[config.mk]
export PLATFORM = sky130hd
export DESIGN_NAME = bcd_result_unpack
export DESIGN_NICKNAME = d
export VERILOG_FILES = /design/src/rtl/bcd_result_unpack.sv
export SDC_FILE = /design/constraint.sdc
export NUM_CORES = 1
export LEC_CHECK = 0
export CAP_MARGIN = 20
export CELL_PAD_IN_SITES_DETAIL_PLACEMENT = 0
export CELL_PAD_IN_SITES_GLOBAL_PLACEMENT = 2
export CORE_MARGIN = 8
export CORE_UTILIZATION = 37
export DETAILED_ROUTE_END_ITERATION = 10
export PLACE_DENSITY = 0.79
export RECOVER_POWER = 50
export SETUP_SLACK_MARGIN = 0.05
export SYNTH_ARGS = -nofsm -noshare
export SYNTH_HDL_FRONTEND = slang
export SYNTH_SLANG_ARGS = --single-unit
[constraint.sdc]
create_clock -name clk -period 2.93 [get_ports clk]
set_input_delay 0.586 -clock clk [delete_from_list [all_inputs] [get_ports clk]]
set_output_delay 0.586 -clock clk [all_outputs]
set_load 0.05 [all_outputs]
[src/rtl/bcd_result_unpack.sv]
`timescale 1ns/1ps
// bcd_result_unpack
// Sequential binary-to-BCD converter (shift-add-3 / double-dabble), one
// input bit per clock, with a start/busy/done handshake.
//
// Ports:
//   clk    in   system clock, rising edge
//   rst_n  in   asynchronous active-low reset
//   start  in   conversion request, accepted only while busy=0
//   bin    in   IN_W-bit binary value, sampled on the accepted start cycle
//   busy   out  high while shifting
//   done   out  one-cycle pulse when D1..D4/ovf update
//   D1..D4 out  BCD digits, D1 most significant
//   ovf    out  last converted value exceeded 10^NDIG-1
//
// Optional feature macro: LEAD_ZERO_BLANK_EN
//   When defined, leading zero digits (D1 downward, never D4) are output as
//   4'hF in non-overflow results.
module bcd_result_unpack #(
    parameter int unsigned IN_W = 14,
    parameter int unsigned NDIG = 4
) (
    input  logic            clk,
    input  logic            rst_n,
    input  logic            start,
    input  logic [IN_W-1:0] bin,
    output logic            busy,
    output logic            done,
    output logic [3:0]      D1,
    output logic [3:0]      D2,
    output logic [3:0]      D3,
    output logic [3:0]      D4,
    output logic            ovf
);

    localparam int unsigned SCR_W = 4 * (NDIG + 1);
    localparam int unsigned CNT_W = $clog2(IN_W + 1);
    localparam int unsigned LIMIT = 10 ** NDIG - 1;

    typedef enum logic [1:0] {
        S_IDLE  = 2'd0,
        S_SHIFT = 2'd1,
        S_DONE  = 2'd2
    } state_t;

    state_t                 r_state,    w_state_nxt;
    logic [SCR_W-1:0]       r_scratch,  w_scratch_nxt;
    logic [IN_W-1:0]        r_shreg,    w_shreg_nxt;
    logic [CNT_W-1:0]       r_cnt,      w_cnt_nxt;
    logic                   r_ovf_next, w_ovf_next_nxt;
    logic                   r_busy,     w_busy_nxt;
    logic                   r_done,     w_done_nxt;
    logic [NDIG-1:0][3:0]   r_d,        w_d_nxt;
    logic                   r_ovf,      w_ovf_nxt;

    logic [SCR_W-1:0]       w_adj;
    logic [SCR_W-1:0]       w_shift_scr;
    logic [NDIG-1:0][3:0]   w_raw;
    logic [NDIG-1:0][3:0]   w_out;
`ifdef LEAD_ZERO_BLANK_EN
    logic                   w_lead;
`endif

    // Add-3 correction on every scratch digit that would overflow on doubling
    for (genvar g = 0; g < NDIG + 1; g++) begin : g_adj
        assign w_adj[4*g +: 4] = (r_scratch[4*g +: 4] >= 4'd5) ?
                                 r_scratch[4*g +: 4] + 4'd3 :
                                 r_scratch[4*g +: 4];
    end

    // Scratch after the shift; the top scratch bit falls off (always 0 for IN_W=14)
    assign w_shift_scr = SCR_W'({w_adj, r_shreg[IN_W-1]});
    assign w_raw       = w_shift_scr[4*NDIG-1:0];

    // Final digit formatting: saturate on overflow, optionally blank leading zeros
    always_comb begin
        w_out = w_raw;
`ifdef LEAD_ZERO_BLANK_EN
        w_lead = 1'b1;
        for (int i = NDIG - 1; i > 0; i--) begin
            if (w_lead && (w_raw[i] == 4'd0)) begin
                w_out[i] = 4'hF;
            end else begin
                w_lead = 1'b0;
            end
        end
`endif
        if (r_ovf_next) begin
            w_out = {NDIG{4'd9}};
        end
    end

    // State register and datapath registers
    always_ff @(posedge clk or negedge rst_n) begin
        if (!rst_n) begin
            r_state    <= S_IDLE;
            r_scratch  <= '0;
            r_shreg    <= '0;
            r_cnt      <= '0;
            r_ovf_next <= 1'b0;
            r_busy     <= 1'b0;
            r_done     <= 1'b0;
            r_d        <= '0;
            r_ovf      <= 1'b0;
        end else begin
            r_state    <= w_state_nxt;
            r_scratch  <= w_scratch_nxt;
            r_shreg    <= w_shreg_nxt;
            r_cnt      <= w_cnt_nxt;
            r_ovf_next <= w_ovf_next_nxt;
            r_busy     <= w_busy_nxt;
            r_done     <= w_done_nxt;
            r_d        <= w_d_nxt;
            r_ovf      <= w_ovf_nxt;
        end
    end

    // Next-state and next-output logic
    always_comb begin
        w_state_nxt    = r_state;
        w_scratch_nxt  = r_scratch;
        w_shreg_nxt    = r_shreg;
        w_cnt_nxt      = r_cnt;
        w_ovf_next_nxt = r_ovf_next;
        w_busy_nxt     = 1'b0;
        w_done_nxt     = 1'b0;
        w_d_nxt        = r_d;
        w_ovf_nxt      = r_ovf;

        case (r_state)
            S_IDLE: begin
                w_state_nxt = S_IDLE;
            end
            S_SHIFT: begin
                w_scratch_nxt = w_shift_scr;
                w_shreg_nxt   = {r_shreg[IN_W-2:0], 1'b0};
                w_cnt_nxt     = r_cnt - CNT_W'(1);
                if (r_cnt == CNT_W'(1)) begin
                    // Last bit shifted: publish results so they are valid in DONE
                    w_state_nxt = S_DONE;
                    w_done_nxt  = 1'b1;
                    w_d_nxt     = w_out;
                    w_ovf_nxt   = r_ovf_next;
                end else begin
                    w_busy_nxt  = 1'b1;
                end
            end
            S_DONE: begin
                w_state_nxt = S_IDLE;
            end
            default: begin
                w_state_nxt = S_IDLE;
            end
        endcase

        // Accept a new request from IDLE or DONE (back-to-back)
        if (start && (r_state == S_IDLE || r_state == S_DONE)) begin
            w_state_nxt    = S_SHIFT;
            w_busy_nxt     = 1'b1;
            w_shreg_nxt    = bin;
            w_scratch_nxt  = '0;
            w_cnt_nxt      = CNT_W'(IN_W);
            w_ovf_next_nxt = (32'(bin) > LIMIT);
        end
    end

    assign busy = r_busy;
    assign done = r_done;
    assign D1   = r_d[3];
    assign D2   = r_d[2];
    assign D3   = r_d[1];
    assign D4   = r_d[0];
    assign ovf  = r_ovf;

endmodule

**Routed metal per tile**

20 x 20 tiles, from dark blue (low) to red (high), scaled to the fullest tile. Values are wire area over tile area, all layers added.
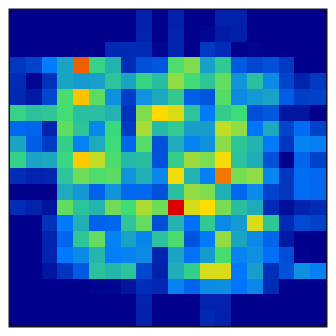
The fullest tile reaches 0.39. 13% of the tiles are over half the peak. 28% of the tiles are nearly empty. The densest ninth of the die: centre.

**Placement view**

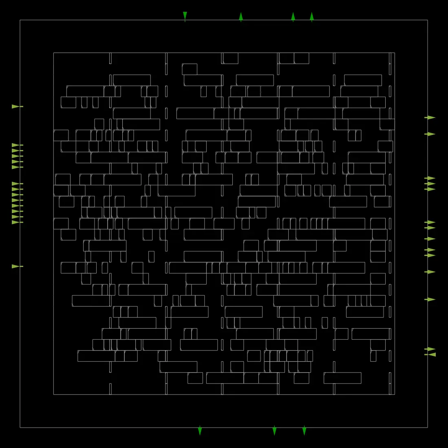
well-tap cell count: 99
tally of non-filler cells in the final layout: 390

**I/O nets highlighted**

Scale bar: 20 um.
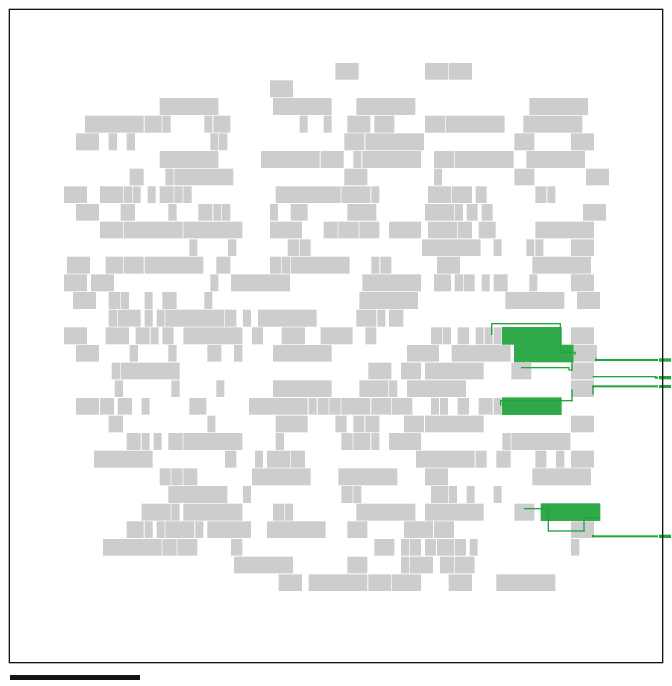
Key: D4 = green [bits 4, direction output, edge east, end cells 4, buffers 4, wire 100 um]

**Floorplan with the power grid**

Scale bar: 20 um. Pins as bars on the die edge. Tap cells in grey.
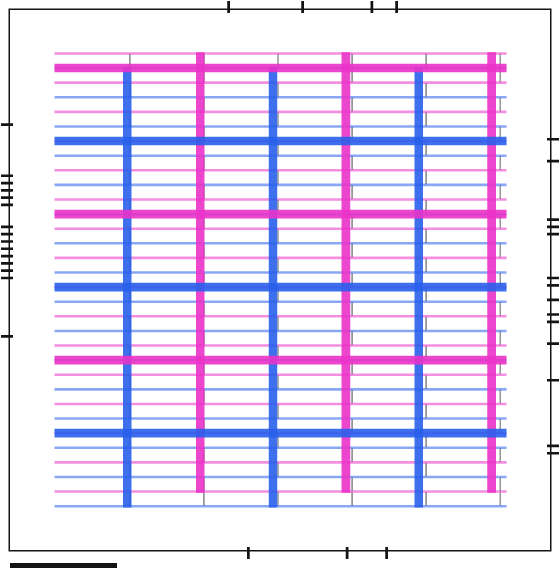
Key: VSS = blue; VDD = magenta
32 met1 rails follow the rows. 6 straps on met4.

==> results.sh <==
# physical design summary
export IMPL_largest_register_ff_count=16
export IMPL_path_delay_family="simple AND/OR/NAND/NOR gates"
export IMPL_met3_wirelength_um=307
export IMPL_top_usage_layer="met2"
export IMPL_clk_pin_slew_worst_paths_ns=0.10
export IMPL_internal_power_mw=2.09
export IMPL_timing_critical_path_fanout_max=23
export IMPL_clkCellAreaFrac=0.0288
export IMPL_run_status="finished with violations"
export IMPL_post_synth_main_logic_family="AND-OR/OR-AND gates"
export IMPL_post_cts_buffers=0
export IMPL_number_of_drc_markers_after_the_initial_detailed_route_iteration=60
export IMPL_post_route_worst_setup_slack_ns=0.700
export IMPL_timing_hold_worst_class="input port to async pin"
export IMPL_power_share_clock=0.115
export IMPL_data_required_time_of_the_worst_path_ns=3.17
export IMPL_power_combinational_fraction=0.508
export IMPL_period_used=0.761
export IMPL_finalCoreUtilization=0.441
export IMPL_final_hold_viol_count=0
export IMPL_stage_log_warnings=31
export IMPL_inv_count=12
export IMPL_clock_power_mw=0.434
export IMPL_drt_pass1_iterations=4
export IMPL_largest_registers="r_scratch (16), r_shreg (14)"
export IMPL_largest_net_degree_at_the_start_of_global_routing=34
export IMPL_core_area_um2=7100
export IMPL_critPathCapture="D1[2]"
export IMPL_yosys_cell_types_count=34
export IMPL_timing_critical_path_buf_inv=0
export IMPL_report_final_slew_viol_count=34
export IMPL_failed_checks="capacitance limit, slew limit"
export IMPL_timing_critical_path_slowest_stage_cell="sky130_fd_sc_hd__nor2_2"
export IMPL_clkLatencyLatePin_ns=0.30
export IMPL_mux_area_frac=0.0189
export IMPL_ys_sh_aoi=0.182
export IMPL_final_signal_buffer_count=39
export IMPL_setup_reg_to_reg_worst_slack_ns=0.70
export IMPL_ys_seq_share=0.530
export IMPL_flow_area_growth_from_synthesis_pct=18.2
export IMPL_unrepaired_setup_endpoints_after_global_routing="no"
export IMPL_static_leakage_power_nw=1.40
export IMPL_grt_total_usage=0.121
export IMPL_area_share_of_buffers_outside_the_clock_network=0.116
export IMPL_drv_cap=1
export IMPL_wl_met1_mm=2.82
export IMPL_mostFrequentLayoutCell="sky130_fd_sc_hd__dfrtp_1"
export IMPL_timing_critical_path_from_type="register"
export IMPL_flop_count=56
export IMPL_post_route_cell_area_um2=3130
